<file path="src/rtl/wait_state_ctr.sv">
// wait_state_ctr: loadable down-counter timing external memory wait states
// for the cache memory controller. The controller loads WAITSTATES-1 when it
// enters a miss or system-access state and polls Carry to leave the wait.
//
// Optional build macro: WSC_STICKY_CARRY_EN
//   defined   - expiry parks the counter in DONE with Carry held high until the
//               next Load or reset.
//   undefined - Carry is a single-cycle pulse and the counter returns to IDLE.
module wait_state_ctr #(
  parameter int WIDTH = 2
) (
  input  logic             Clk,
  input  logic             Reset,
  input  logic             Load,
  input  logic [WIDTH-1:0] LoadValue,
  output logic             Carry,
  output logic [WIDTH-1:0] Count,
  output logic             Busy
);

  // State encoding kept as plain constants so it matches the legacy netlists.
  localparam logic [1:0] IDLE  = 2'd0;
  localparam logic [1:0] COUNT = 2'd1;
`ifdef WSC_STICKY_CARRY_EN
  localparam logic [1:0] DONE  = 2'd2;
`endif

  logic [1:0]       stateReg;
  logic [1:0]       stateNext;
  logic [WIDTH-1:0] countReg;
  logic [WIDTH-1:0] countNext;
  logic             countIsZero;

  assign countIsZero = (countReg == '0);

  // Next-state and next-count: a Load always wins over decrement and expiry.
  always_comb begin
    stateNext = stateReg;
    countNext = countReg;
    case (stateReg)
      IDLE: begin
        if (Load) begin
          countNext = LoadValue;
          stateNext = COUNT;
        end
      end
      COUNT: begin
        if (Load) begin
          countNext = LoadValue;
          stateNext = COUNT;
        end else if (!countIsZero) begin
          countNext = countReg - 1'b1;
        end else begin
`ifdef WSC_STICKY_CARRY_EN
          stateNext = DONE;
`else
          stateNext = IDLE;
`endif
        end
      end
`ifdef WSC_STICKY_CARRY_EN
      DONE: begin
        if (Load) begin
          countNext = LoadValue;
          stateNext = COUNT;
        end
      end
`endif
      default: begin
        // Unreachable encodings recover to a clean idle counter.
        stateNext = IDLE;
        countNext = '0;
      end
    endcase
  end

  // State and count registers; reset clears everything asynchronously so an
  // aborted sequence drops Busy and Carry without waiting for a clock.
  always_ff @(posedge Clk or negedge Reset) begin
    if (!Reset) begin
      stateReg <= IDLE;
      countReg <= '0;
    end else begin
      stateReg <= stateNext;
      countReg <= countNext;
    end
  end

  // Outputs come straight from the registers plus a single compare.
  always_comb begin
    Busy  = (stateReg == COUNT);
    Count = countReg;
`ifdef WSC_STICKY_CARRY_EN
    Carry = ((stateReg == COUNT) && countIsZero) || (stateReg == DONE);
`else
    Carry = (stateReg == COUNT) && countIsZero;
`endif
  end

endmodule

</file>
<file path="config.mk">
export PLATFORM = sky130hd
export DESIGN_NAME = wait_state_ctr
export DESIGN_NICKNAME = d
export VERILOG_FILES = /design/src/rtl/wait_state_ctr.sv
export SDC_FILE = /design/constraint.sdc
export NUM_CORES = 1
export LEC_CHECK = 0
export ABC_AREA = 0
export CAP_MARGIN = 10
export CORE_AREA = 2 2 39 41
export CTS_CLUSTER_DIAMETER = 80
export DETAILED_ROUTE_END_ITERATION = 10
export DIE_AREA = 0 0 41 43
export MAX_ROUTING_LAYER = met4
export SLEW_MARGIN = 40
export SYNTH_ARGS = -nofsm -noshare
export SYNTH_HDL_FRONTEND = slang
export SYNTH_SLANG_ARGS = --single-unit
</file>
<file path="constraint.sdc">
create_clock -name Clk -period 1.2 [get_ports Clk]
set_input_delay 0.18 -clock Clk [delete_from_list [all_inputs] [get_ports Clk]]
set_output_delay 0.18 -clock Clk [all_outputs]
set_load 0.02 [all_outputs]
</file>
Fig. 1: clock routing
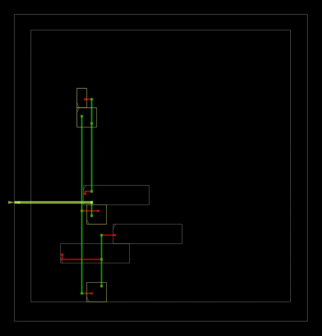
clock tree skew after final layout: 0.0009716 ns
CTS buffer count: 3
sequential cell count: 3
clock buffer count: 4

Fig. 2: placed cells, one colour a class
Scale bar: 10 um.
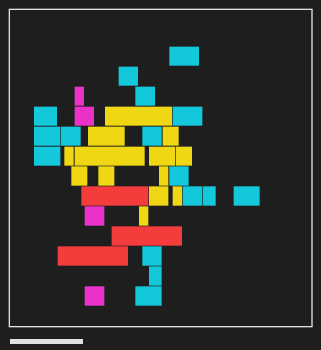
class	colour	cells	share of their area
sequential cells	red	3	22%
clock drivers and dummy loads	magenta	4	7.3%
remaining buffers and delay cells	cyan	16	37%
combinational and other logic	yellow	13	34%
final non-filler cell area: 380.4 sq um
utilization after layout: 0.2749
register share of the cell area: 0.2039
number of cell rows: 14
floorplan core area: 1384 sq um

==> results.toml <==
# yosys + openroad results
[run_status]
outcome = "finished with violations"
failed_checks = "setup timing"

[finish]
lay_top_cells = "sky130_fd_sc_hd__buf_4 (7), sky130_fd_sc_hd__clkdlybuf4s50_1 (4), sky130_fd_sc_hd__clkbuf_4 (3)"
largestClassByArea = "non-clock buffers"
largest_register_ffs = 2
logic_area_sq_um = 115.1
layout-drive-gt1-share = 0.5833
buffers_excl_clock = 16
fillCellCount = 157
final.signal_inverter_count = 2
stdcell_count = 52
area_growth_pct = 132.1
antennaDiodeCount = 0

[power_and_ir_drop]
power_switching_w = 0.0002706
p_leak_nw = 0.1669
dominant_power_group = "combinational cells"
seq_power_share = 0.203
cellPowerDensity_nw_per_um2 = 2031
power.total_w = 0.0007726
internal_power_w = 0.0005020
comb-power_w = 0.000438

[final_timing]
fin_worst_hold_slack_ns = 0.1346
rsz0062_at_grt = "true"
relSlewSlack = 0.7953
setup_viol = 4
final.setup.worst_slack_ns = -0.1598
layout_worst_path_cycle_share = 1.133

[detailed_routing]
ant_nets = 0
postRouteWirelength_um = 465
initialDrtViolationCount = 0
route.met2.wl_um = 245
dr.max_layer_used = "met3"
met1_length_um = 182
met3_wirelength_um = 36

[synth]
edf_count = 0
netlist_top_cells_count = "sky130_fd_sc_hd__dfrtp_1 (3), sky130_fd_sc_hd__inv_1 (2), sky130_fd_sc_hd__nand2_1 (2), sky130_fd_sc_hd__or4b_1 (2)"
number_of_synthesis_warnings = 0
synthTopCellsByArea = "sky130_fd_sc_hd__dfrtp_1 (46%), sky130_fd_sc_hd__or4b_1 (12%), sky130_fd_sc_hd__ha_1 (7.6%), sky130_fd_sc_hd__o311ai_1 (5.3%), sky130_fd_sc_hd__inv_1 (4.6%)"
synth_dominant_cell_count = "sky130_fd_sc_hd__dfrtp_1"
synth_cells = 16
async_reset_ff_frac = 1.000
netlist_cell_types = 11
synth.cellmix.adderShare = 0.07634
post_synth_main_logic_family = "simple AND/OR/NAND/NOR gates"
synth.yosys.seq_area_share = 0.4580

[setup_path]
critical_path.n_buffers_inverters = 2
arrival_ns = 1.49
worst_r2r_path_depth = 5
critPathKind = "reg -> reg"
cp_num_cells = 5
largest_stage_delay_worst_path_ns = 0.52
crit-reg2reg-launch = "Count[1]$_DFFE_PN0P_"
cp-end-kind = "register"
r2r_end = "Count[1]$_DFFE_PN0P_"
timing.critical_path.to = "Count[1]$_DFFE_PN0P_"

[grt]
globalRouteMet3Util = 0.02094
maximum_number_of_pins_on_one_net_before_global_route_repair = 5
gr-usage-met1 = 0.06090
grt_busiest_layer = "met2"
globalRouteOverflowTotal = 0

[worst_hold_path]
min-delay-path-class = "in -> async"

[clocking]
clock-root-buffer = "sky130_fd_sc_hd__clkbuf_4"
worst_setup_hold_path_clk_slew_ns = 0.04
ctsHoldBuffers = 0
postCtsResizedCells = 16

[die]
floorplan.io_pins = 9
die-height_um = 43
chip_area_sq_um = 1763
floorplan.die.width_um = 41

[job]
log.warning_count = 29

[placed_design]
port-buffer-count = 8
Fig. 3: clock network drawn from the DEF
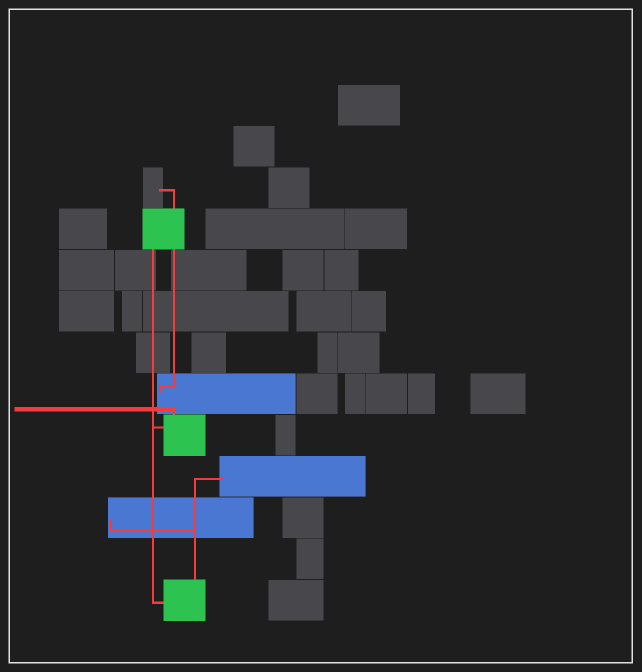
[clock drivers] green | count: 3
[flip-flops] blue | count: 3
[clock wires] red | length: 71.0 um
routed clock nets	4
relative contribution of the clock network to total power: 0.230
clk ins delay skew pair: 0.23 ns
Clock net power: 0.000178 W

Fig. 4: cells by drive strength
Scale bar: 10 um.
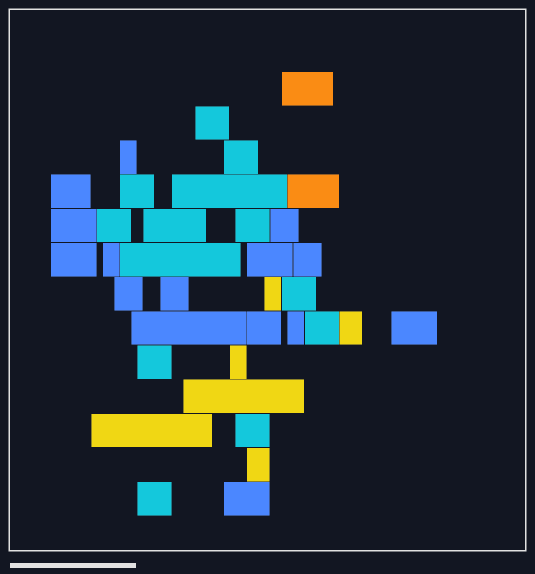
size	colour	cells	share
_3 and _4 cells	cyan	13	36%
_0 and _1 cells	blue	15	42%
_2 cells	yellow	6	17%
_6 and larger	orange	2	5.6%

No activity file was given, so power comes from the tool's default toggle rates.
